`src/rtl/afu_flr_seq_pkg.sv`:
```
// Shared types and default widths for the per-port FLR reset sequencer.
package afu_flr_seq_pkg;

    localparam int FLR_PF_W           = 3;
    localparam int FLR_VF_W           = 11;
    localparam int FLR_REQ_FIFO_DEPTH = 4;
    localparam int FLR_RST_CYCLES     = 16;
    localparam int FLR_CNT_W          = 16;
    localparam int FLR_DRAIN_TIMEOUT  = 32'h0000_FFFF;

    typedef struct packed {
        logic [FLR_PF_W-1:0] pf;
        logic [FLR_VF_W-1:0] vf;
        logic                vf_active;
    } t_flr_func;

    typedef enum logic [1:0] {
        IDLE   = 2'd0,
        ASSERT = 2'd1,
        DRAIN  = 2'd2,
        RESP   = 2'd3
    } t_flr_seq_state;

endpackage

```
`src/rtl/afu_flr_req_fifo.sv`:
```
// Pending-FLR queue: synchronous show-ahead FIFO, head valid whenever empty=0.
// Latency: a push is visible at head the cycle after it is written.
// Backpressure: none; a push while full is ignored unless a pop frees a slot that cycle.
import afu_flr_seq_pkg::*;

module afu_flr_req_fifo #(
    parameter int  DEPTH = FLR_REQ_FIFO_DEPTH,
    parameter type T     = t_flr_func
) (
    input  logic clk,
    input  logic rst_n,
    input  logic push,
    input  T     push_dat,
    input  logic pop,
    output logic full,
    output logic empty,
    output T     head
);

    localparam int AW = $clog2(DEPTH);

    T               mem [DEPTH];
    logic [AW:0]    wr_ptr;
    logic [AW:0]    rd_ptr;
    logic           do_push;
    logic           do_pop;

    // Extra pointer MSB distinguishes full (wrapped) from empty (equal).
    assign empty   = (wr_ptr == rd_ptr);
    assign full    = (wr_ptr[AW] != rd_ptr[AW]) && (wr_ptr[AW-1:0] == rd_ptr[AW-1:0]);
    assign do_pop  = pop & ~empty;
    assign do_push = push & (~full | do_pop);
    assign head    = mem[rd_ptr[AW-1:0]];

    always_ff @(posedge clk) begin
        if (!rst_n) begin
            wr_ptr <= '0;
            rd_ptr <= '0;
        end else begin
            if (do_push) begin
                wr_ptr <= wr_ptr + (AW+1)'(1);
            end
            if (do_pop) begin
                rd_ptr <= rd_ptr + (AW+1)'(1);
            end
        end
    end

    always_ff @(posedge clk) begin
        if (do_push) begin
            mem[wr_ptr[AW-1:0]] <= push_dat;
        end
    end

endmodule

```
`src/rtl/afu_flr_rst_seq.sv`:
```
// Per-port FLR sequencer: queued FLR request -> function soft reset -> drain -> completion.
// Latency: reset asserts 2 cycles after request; completion RST_CYCLES+3 cycles later if quiesced.
// Backpressure: none; requests into a full queue are dropped and flagged in err_overflow.
// Optional drain timeout: define AFU_FLR_DRAIN_TIMEOUT_EN.
import afu_flr_seq_pkg::*;

module afu_flr_rst_seq #(
    parameter int PF_W           = FLR_PF_W,
    parameter int VF_W           = FLR_VF_W,
    parameter int REQ_FIFO_DEPTH = FLR_REQ_FIFO_DEPTH,
    parameter int RST_CYCLES     = FLR_RST_CYCLES,
    parameter int CNT_W          = FLR_CNT_W,
    parameter int DRAIN_TIMEOUT  = FLR_DRAIN_TIMEOUT
) (
    input  logic            clk,
    input  logic            rst_n,
    input  logic            flr_req_valid,
    input  logic [PF_W-1:0] flr_req_pf,
    input  logic [VF_W-1:0] flr_req_vf,
    input  logic            flr_req_vf_active,
    output logic            flr_rsp_valid,
    output logic [PF_W-1:0] flr_rsp_pf,
    output logic [VF_W-1:0] flr_rsp_vf,
    output logic            flr_rsp_vf_active,
    output logic            func_rst_n,
    output logic [PF_W-1:0] func_pf,
    output logic [VF_W-1:0] func_vf,
    output logic            func_vf_active,
    input  logic            func_quiesced,
    output logic            busy,
    output logic            err_overflow,
    output logic            err_timeout
);

    typedef struct packed {
        logic [PF_W-1:0] pf;
        logic [VF_W-1:0] vf;
        logic            vf_active;
    } t_port_func;

    localparam logic [CNT_W-1:0] RST_LOAD = CNT_W'(RST_CYCLES - 1);

    t_flr_seq_state   state_q;
    t_flr_seq_state   state_d;
    logic [CNT_W-1:0] rst_cnt_q;
    t_port_func       func_q;
    t_port_func       req_func;
    t_port_func       fifo_head;
    logic             fifo_pop;
    logic             fifo_full;
    logic             fifo_empty;
    logic             req_drop;
    logic             drain_tmo;

    assign req_func = '{pf: flr_req_pf, vf: flr_req_vf, vf_active: flr_req_vf_active};

    afu_flr_req_fifo #(
        .DEPTH (REQ_FIFO_DEPTH),
        .T     (t_port_func)
    ) u_req_fifo (
        .clk      (clk),
        .rst_n    (rst_n),
        .push     (flr_req_valid),
        .push_dat (req_func),
        .pop      (fifo_pop),
        .full     (fifo_full),
        .empty    (fifo_empty),
        .head     (fifo_head)
    );

    // A pop in the same cycle makes room, so only a full queue with no pop drops.
    assign req_drop = flr_req_valid & fifo_full & ~fifo_pop;

    always_comb begin
        state_d  = state_q;
        fifo_pop = 1'b0;
        case (state_q)
            IDLE: begin
                if (!fifo_empty) begin
                    fifo_pop = 1'b1;
                    state_d  = ASSERT;
                end
            end
            ASSERT: begin
                if (rst_cnt_q == '0) begin
                    state_d = DRAIN;
                end
            end
            DRAIN: begin
                if (func_quiesced || drain_tmo) begin
                    state_d = RESP;
                end
            end
            RESP: begin
                state_d = IDLE;
            end
            default: begin
                state_d = IDLE;
            end
        endcase
    end

    always_ff @(posedge clk) begin
        if (!rst_n) begin
            state_q      <= IDLE;
            rst_cnt_q    <= '0;
            func_q       <= '0;
            err_overflow <= 1'b0;
        end else begin
            state_q <= state_d;
            if (fifo_pop) begin
                func_q    <= fifo_head;
                rst_cnt_q <= RST_LOAD;
            end else if ((state_q == ASSERT) && (rst_cnt_q != '0)) begin
                rst_cnt_q <= rst_cnt_q - CNT_W'(1);
            end
            if (req_drop) begin
                err_overflow <= 1'b1;
            end
        end
    end

`ifdef AFU_FLR_DRAIN_TIMEOUT_EN
    localparam logic [CNT_W-1:0] TMO_LIM = CNT_W'(DRAIN_TIMEOUT);

    logic [CNT_W-1:0] drain_cnt_q;
    logic             err_timeout_q;

    // Counts DRAIN cycles from 0 and saturates; the limit forces the completion out.
    assign drain_tmo   = (state_q == DRAIN) && !func_quiesced && (drain_cnt_q >= TMO_LIM);
    assign err_timeout = err_timeout_q;

    always_ff @(posedge clk) begin
        if (!rst_n) begin
            drain_cnt_q   <= '0;
            err_timeout_q <= 1'b0;
        end else begin
            if (state_q != DRAIN) begin
                drain_cnt_q <= '0;
            end else if (drain_cnt_q != '1) begin
                drain_cnt_q <= drain_cnt_q + CNT_W'(1);
            end
            if (drain_tmo) begin
                err_timeout_q <= 1'b1;
            end
        end
    end
`else
    logic unused_tmo_cfg;

    assign drain_tmo      = 1'b0;
    assign err_timeout    = 1'b0;
    assign unused_tmo_cfg = ^DRAIN_TIMEOUT;
`endif

    assign func_rst_n        = (state_q != ASSERT);
    assign flr_rsp_valid     = (state_q == RESP);
    assign flr_rsp_pf        = func_q.pf;
    assign flr_rsp_vf        = func_q.vf;
    assign flr_rsp_vf_active = func_q.vf_active;
    assign func_pf           = func_q.pf;
    assign func_vf           = func_q.vf;
    assign func_vf_active    = func_q.vf_active;
    assign busy              = (state_q != IDLE) | ~fifo_empty;

endmodule

```
`config.mk`:
```
export PLATFORM = sky130hd
export DESIGN_NAME = afu_flr_rst_seq
export DESIGN_NICKNAME = d
export VERILOG_FILES = /design/src/rtl/afu_flr_seq_pkg.sv /design/src/rtl/afu_flr_req_fifo.sv /design/src/rtl/afu_flr_rst_seq.sv
export SDC_FILE = /design/constraint.sdc
export NUM_CORES = 1
export LEC_CHECK = 0
export CAP_MARGIN = 25
export CORE_MARGIN = 10
export CORE_UTILIZATION = 40
export CTS_CLUSTER_DIAMETER = 150
export DETAILED_ROUTE_END_ITERATION = 7
export DONT_BUFFER_PORTS = 1
export SLEW_MARGIN = 20
export SYNTH_ARGS = -nofsm -noshare
export SYNTH_HDL_FRONTEND = slang
export SYNTH_HIERARCHICAL = 1
export SYNTH_SLANG_ARGS = --single-unit
```
`constraint.sdc`:
```
create_clock -name clk -period 3.05 [get_ports clk]
set_input_delay 0.61 -clock clk [delete_from_list [all_inputs] [get_ports clk]]
set_output_delay 0.61 -clock clk [all_outputs]
set_load 0.05 [all_outputs]
```
==> impl_metrics.toml, run 1 <==
# implementation run metrics
[run_status]
status = "completed"

[pwr]
powerDensity_nw_per_um2 = 901
seq_power_share = 0.521
p_leak_uw = 0.00155
combPwrFrac = 0.271
swShare = 0.419
p_sw_uw = 1750
power_uw = 4190
clock_power_uw = 874
internal-power_uw = 2430
clkPwrFrac = 0.209

[clock_tree]
cts_buffers = 9
cts_resized = 0
clkLatencyLatePin_ns = 0.36
cts.clk_slew.worst_paths_ns = 0.10
cts.path.max_buffers = 2
cts_setup_buffers = 0
cts_hold_buf = 0

[timing]
final_hold_viol_count = 0
slew_headroom = 0.299
slew_viol_final = 0
clock.fmax_mhz = 403
tightestPinTransition_ns = 1.05
finalWorstSetupSlack_ns = 0.571
tns_ns = 0

[logic_synthesis]
netlist_instances = 345
ys_top_cells_by_count = "edfxtp_1 (60), nand2_1 (50), dfxtp_1 (42)"
synth_seq_share = 0.600
largest_area_cell = "edfxtp_1"
top_cells_by_area = "edfxtp_1 (41%), dfxtp_1 (19%), mux4_2 (7.7%)"
async_flop_share = 0
ys_cells = 345
synth_dominant_cell_count = "edfxtp_1"
netlist.area_leader.share = 0.409
edf_count = 60
synth-main-ff-cell = "edfxtp_1"
ys_types = 53

[cells_and_area]
num_antenna_cells = 0
fin_area_um2 = 4640
drive_gt1_frac = 0.148
layout_top_cell = "edfxtp_1"

[setup_path]
crit_required_ns = 3.04
crit_chain = "xor2_2 > nor2_1 > nand2b_1 > clkinv_1 > inv_1 > a41oi_2 > and2_1"
critPathCaptureType = "flop"
path_max_fanout = 15
crit_slowest_cell = "and2_1"
crit_start = "u_req_fifo/rd_ptr[2]$_SDFFE_PN0P_"
crit_arrival_ns = 2.47

[worst_hold_path]
hold_class = "in -> reg"

[place]
pre_cts_ws_ns = 0.581
hpwl_um = 5900
place_congestion = 0.788
place_area_um2 = 4440

[grt]
gr-max-usage-layer = "met2"
grt_overflow = 0
met2_usage = 0.167
grt_usage = 0.108
grt_pass1_wl_um = 13600
grt_pass1_vias = 2467
antenna_found_initial = 0

[job]
drv_cap = 0
warnings = 33

[drt]
first_pass_iters = 4
vias = 2530
wl_per_cell_um = 17.6

[floorplanning]
die_width_um = 125
fp.dieArea_um2 = 15600
die_y_um = 125
## run 1: path summary, 6_finish.rpt
kind,endpoint,slack [ns],cells past startpoint
max reg2reg,u_req_fifo/mem[2][9]$_DFFE_PP_,0.57,7
max,u_req_fifo/mem[2][9]$_DFFE_PP_,0.57,7
min reg2reg,state_q[1]$_SDFFE_PN0P_,0.50,2
min,u_req_fifo/mem[2][14]$_DFFE_PP_,0.34,0
## run 1: per-layer routing
metal  part of all wire  vias to the layer above
met1               0.46                     1248
met5                  0                        -
li1                   -                     1234
met2               0.48                       44
met3              0.048                        4
met4              0.010                        0
## run 1: per-stage QoR
step	std cells	hold WS, ns	util
floorplan	345	0.468	-
global placement	461	0.492	0.410
detailed placement	462	0.490	0.411
CTS	478	0.316	0.430
global route	478	0.305	0.430
finish	478	0.339	0.430
## run 1: worst max-delay path, delay by kind of cell, from the launching register on
kind                   cells  cell delay [ns]
buffers and inverters      2             0.15
flip-flops                 1             0.45
XOR/XNOR                   1             0.27
AND-OR/OR-AND              1             0.27
AND/OR/NAND/NOR            3             0.98
## run 1: kinds of logic after synthesis
| group | count (synthesis) | share of synthesized area |
|---|---|---|
| mux | 22 | 0.0926 |
| simple gates | 107 | 0.126 |
| other cells | 1 | 0.000851 |
| buf+inv | 43 | 0.0534 |
| compound gates | 55 | 0.0829 |
| flops | 102 | 0.600 |
| xor+xnor | 4 | 0.0131 |
| fa+ha+maj | 11 | 0.0312 |
## run 1: area by class of cell
type                       count  area (um^2)
clock inverter                 6         76.3
tap                          140          175
fill                         960         6150
multi-input combinational    200         1530
timing repair buffer           4         33.8
inverter                      16         60.1
sequential                   102         2640
clock buffer                  10          128
run_1/ff_map.png
The bar under the picture is 20 um long. Other sequential cells in the stronger gray, the rest of the logic in the fainter gray.
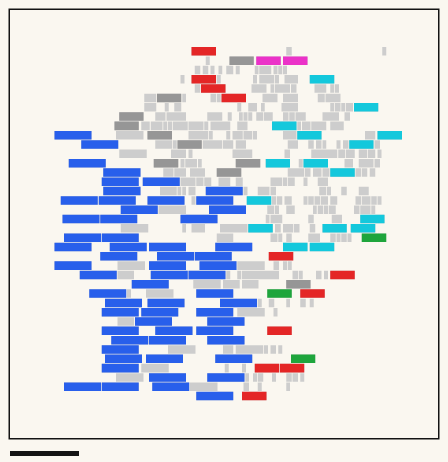
[red] flr_rsp_vf | placed flops: 11
[cyan] rst_cnt_q | placed flops: 16
[magenta] state_q | placed flops: 2
[blue] u_req_fifo/mem | placed flops: 60
[green] flr_rsp_pf | placed flops: 3
Util after Layout: 0.430
Seq area share: 0.569
sequential standard cell area: 2640 um^2
P_seq: 2180 uW

run_1/placed.png
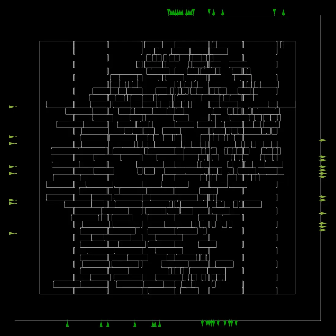
number of fill cells: 960
Tap Cells: 140
cell row count: 38
registers: 102
Cell Count, Final, Fillers Out: 478

run_1/util_map.png
The bar under the picture is 20 um long. The die is cut into 12 by 12 equal tiles; white is low, dark blue is high, 0 to 100% covered.
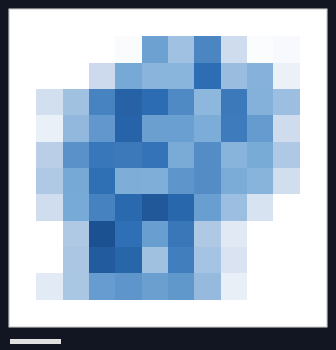
nearly empty tiles: 41%
densest ninth of the die: middle
mean over tiles: 29%
tiles over 75% full: 6.9%
fullest tile: 87%
emptiest ninth of the die: bottom right
initial core utilization: 0.408
Core Area: 10800 um^2

run_1/port_trees.png
The bar under the picture is 20 um long.
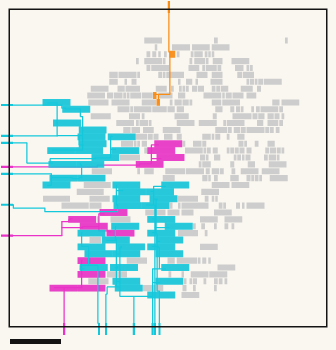
[magenta] flr_req_pf | bits: 3 | direction: input | end cells: 12 | buffers: 0 | wire: 168 um
[cyan] flr_req_vf | bits: 11 | direction: input | end cells: 44 | buffers: 0 | wire: 588 um
[orange] flr_req_valid | bits: 1 | direction: input | end cells: 3 | buffers: 0 | wire: 44.4 um
number of I/O pins: 54
input/output buffers: 0

run_1/floorplan.png
The bar under the picture is 20 um long. Pins as bars on the die edge. Tap cells in gray.
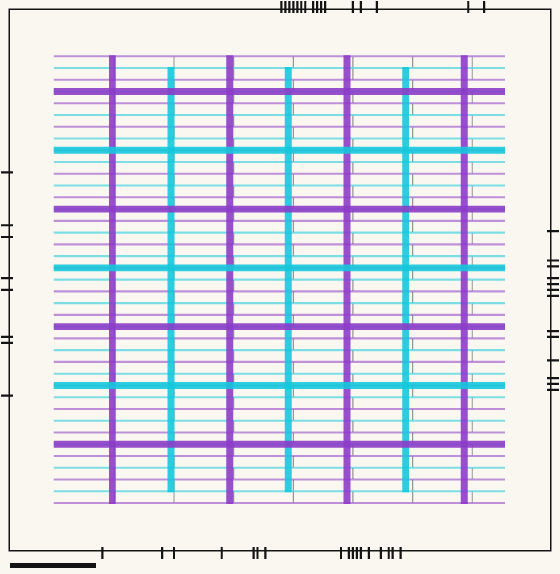

==> inputs of run 2 (changes only) <==
==> constraint.sdc (replaced) <==
create_clock -name clk -period 2.45 [get_ports clk]
set_input_delay 0.49 -clock clk [delete_from_list [all_inputs] [get_ports clk]]
set_output_delay 0.49 -clock clk [all_outputs]
set_load 0.05 [all_outputs]
run_2/floorplan.png
The bar under the picture is 20 um long. Pins as bars on the die edge. Tap cells in gray.
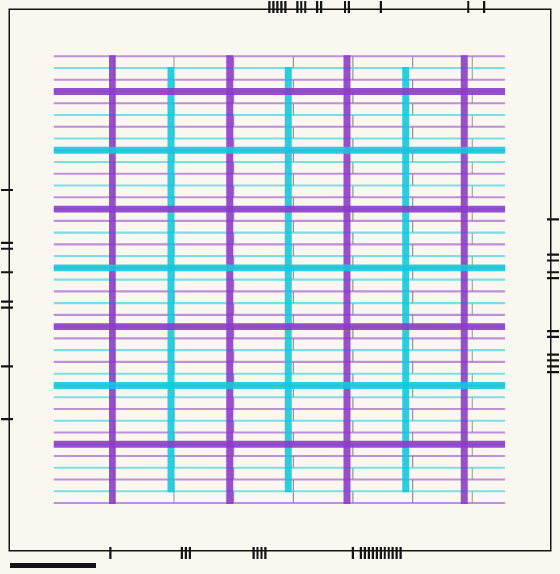
[cyan] VDD
[purple] VSS
met5 straps: 7
rows: 38
Max IR drop VDD: 0.467 mV
Die H: 125 um
Die X: 125 um

==> run 2 against run 1 <==
Die size stayed put; clock power is 27% higher; worst hold slack worse by 0.14 ns; wire length is 2.6% lower; global-route usage is 0.34 points lower; register-to-register slack worse by 0.38 ns; clock skew is 0.0088 ns higher; clock-buffer cell count is 1 lower; power is 29% higher; setup slack worse by 0.38 ns; final area is 3.5% higher; sequential power hardly changed; critical path type unchanged; largest cell class unchanged; highest routed layer unchanged.
==> impl_metrics.toml, run 2 <==
# implementation run metrics
[run_status]
status = "completed"

[logic_synthesis]
edf_count = 60
synth_seq_share = 0.600
synth_dominant_cell_count = "edfxtp_1"
ys_cells = 345
async_flop_share = 0
ys_top_cells_by_count = "edfxtp_1 (60), nand2_1 (50), dfxtp_1 (42)"
netlist_instances = 345
netlist.area_leader.share = 0.409
largest_area_cell = "edfxtp_1"
ys_area_um2 = 4410
ys_types = 53
synth-main-ff-cell = "edfxtp_1"
top_cells_by_area = "edfxtp_1 (41%), dfxtp_1 (19%), mux4_2 (7.7%)"

[drt]
drtIter0Drc = 171
wl_per_cell_um = 16.5
first_pass_iters = 4
vias = 2572

[job]
drv_cap = 0

[timing]
clock.fmax_mhz = 442
slew_viol_final = 0
final_hold_viol_count = 0
hold_ws_ns = 0.201
slew_headroom = 0.509
finalWorstSetupSlack_ns = 0.188
tightestPinTransition_ns = 0.735
tns_ns = 0

[cells_and_area]
num_antenna_cells = 0
fin_util = 0.445
stdcell_count = 497
drive_gt1_frac = 0.204
layout_top_cell = "edfxtp_1"

[clock_tree]
cts.path.max_buffers = 2
clkLatencyLatePin_ns = 0.37
cts.clk_slew.worst_paths_ns = 0.12
cts_buffers = 9
cts_setup_buffers = 0
cts_hold_buf = 0

[place]
pre_cts_ws_ns = 0.205
place_congestion = 0.784
place_area_um2 = 4580
port_buffers = 0
place_inst = 481
hpwl_um = 5690

[setup_path]
crit_arrival_ns = 2.34
cp_top_family = "simple AND/OR/NAND/NOR gates"
path_max_fanout = 15
worst-path-buf-inv = 2
crit_slowest_cell = "dfxtp_1"
crit_required_ns = 2.53
critPathCaptureType = "flop"
crit_chain = "xnor2_2 > nand2_1 > nor2_1 > nand2b_1 > clkinv_1 > inv_1 > a41oi_2 > and2_2"
path_class = "reg -> reg"

[floorplanning]
core_um2 = 10800
io_pins = 54
fp.dieArea_um2 = 15600
fp-utilization = 0.408
rows = 38

[pwr]
seq_power_share = 0.405
powerDensity_nw_per_um2 = 1120
power_uw = 5380
clkPwrFrac = 0.206
swShare = 0.424
p_leak_uw = 0.00165
clock_power_uw = 1110
p_sw_uw = 2280
seq_power_uw = 2180
internal-power_uw = 3100
combPwrFrac = 0.389

[grt]
grt_pass1_wl_um = 13400
grt_usage = 0.105
grt_overflow = 0
grt_pass1_vias = 2600
antenna_found_initial = 0

[worst_hold_path]
hold_class = "in -> reg"
run 2: cell counts after synthesis:
No cell type changed its count.
run 2: logic make-up after synthesis:
family,synth area share
compound gates,0.0829
buf+inv,0.0534
fa+ha+maj,0.0312
mux,0.0926
other cells,0.000851
simple gates,0.126
flops,0.600
xor+xnor,0.0131
run 2: per-layer routing:
| layer | wire [um] | up-vias | global-route usage |
|---|---|---|---|
| met5 | 0 | - | 0 |
| met4 | 48 | 0 | 0.0305 |
| met3 | 464 | 2 | 0.0363 |
| met2 | 4070 | 52 | 0.175 |
| met1 | 3600 | 1248 | 0.125 |
| li1 | - | 1270 | - |
run 2: area by class of cell:
| cell class | count | area [um^2] |
|---|---|---|
| fillers | 965 | 5990 |
| flip-flops and latches | 102 | 2640 |
| multi-input cells | 200 | 1530 |
| repair buffers | 23 | 173 |
| well taps | 140 | 175 |
| inverters | 16 | 60.1 |
| clock inverters | 7 | 98.8 |
| clock buffers | 9 | 124 |
run 2: repair_timing:
action                                 CTS  global route
setup endpoints to repair                0            45
endpoints found under the hold margin    0             0
resized                                  0             1
run 2: worst paths after layout:
kind                                                         from  slack [ns]                         endpoint  cells after the start
worst max-delay path            u_req_fifo/wr_ptr[1]$_SDFFE_PN0P_        0.19  u_req_fifo/mem[1][13]$_DFFE_PP_                      8
worst min-delay path                                flr_req_vf[5]        0.20   u_req_fifo/mem[0][6]$_DFFE_PP_                      0
worst max register to register  u_req_fifo/wr_ptr[1]$_SDFFE_PN0P_        0.19  u_req_fifo/mem[1][13]$_DFFE_PP_                      8
worst min register to register         flr_rsp_vf[9]$_SDFFE_PN0P_        0.46       flr_rsp_vf[9]$_SDFFE_PN0P_                      2
Power and IR drop assume default switching activity.
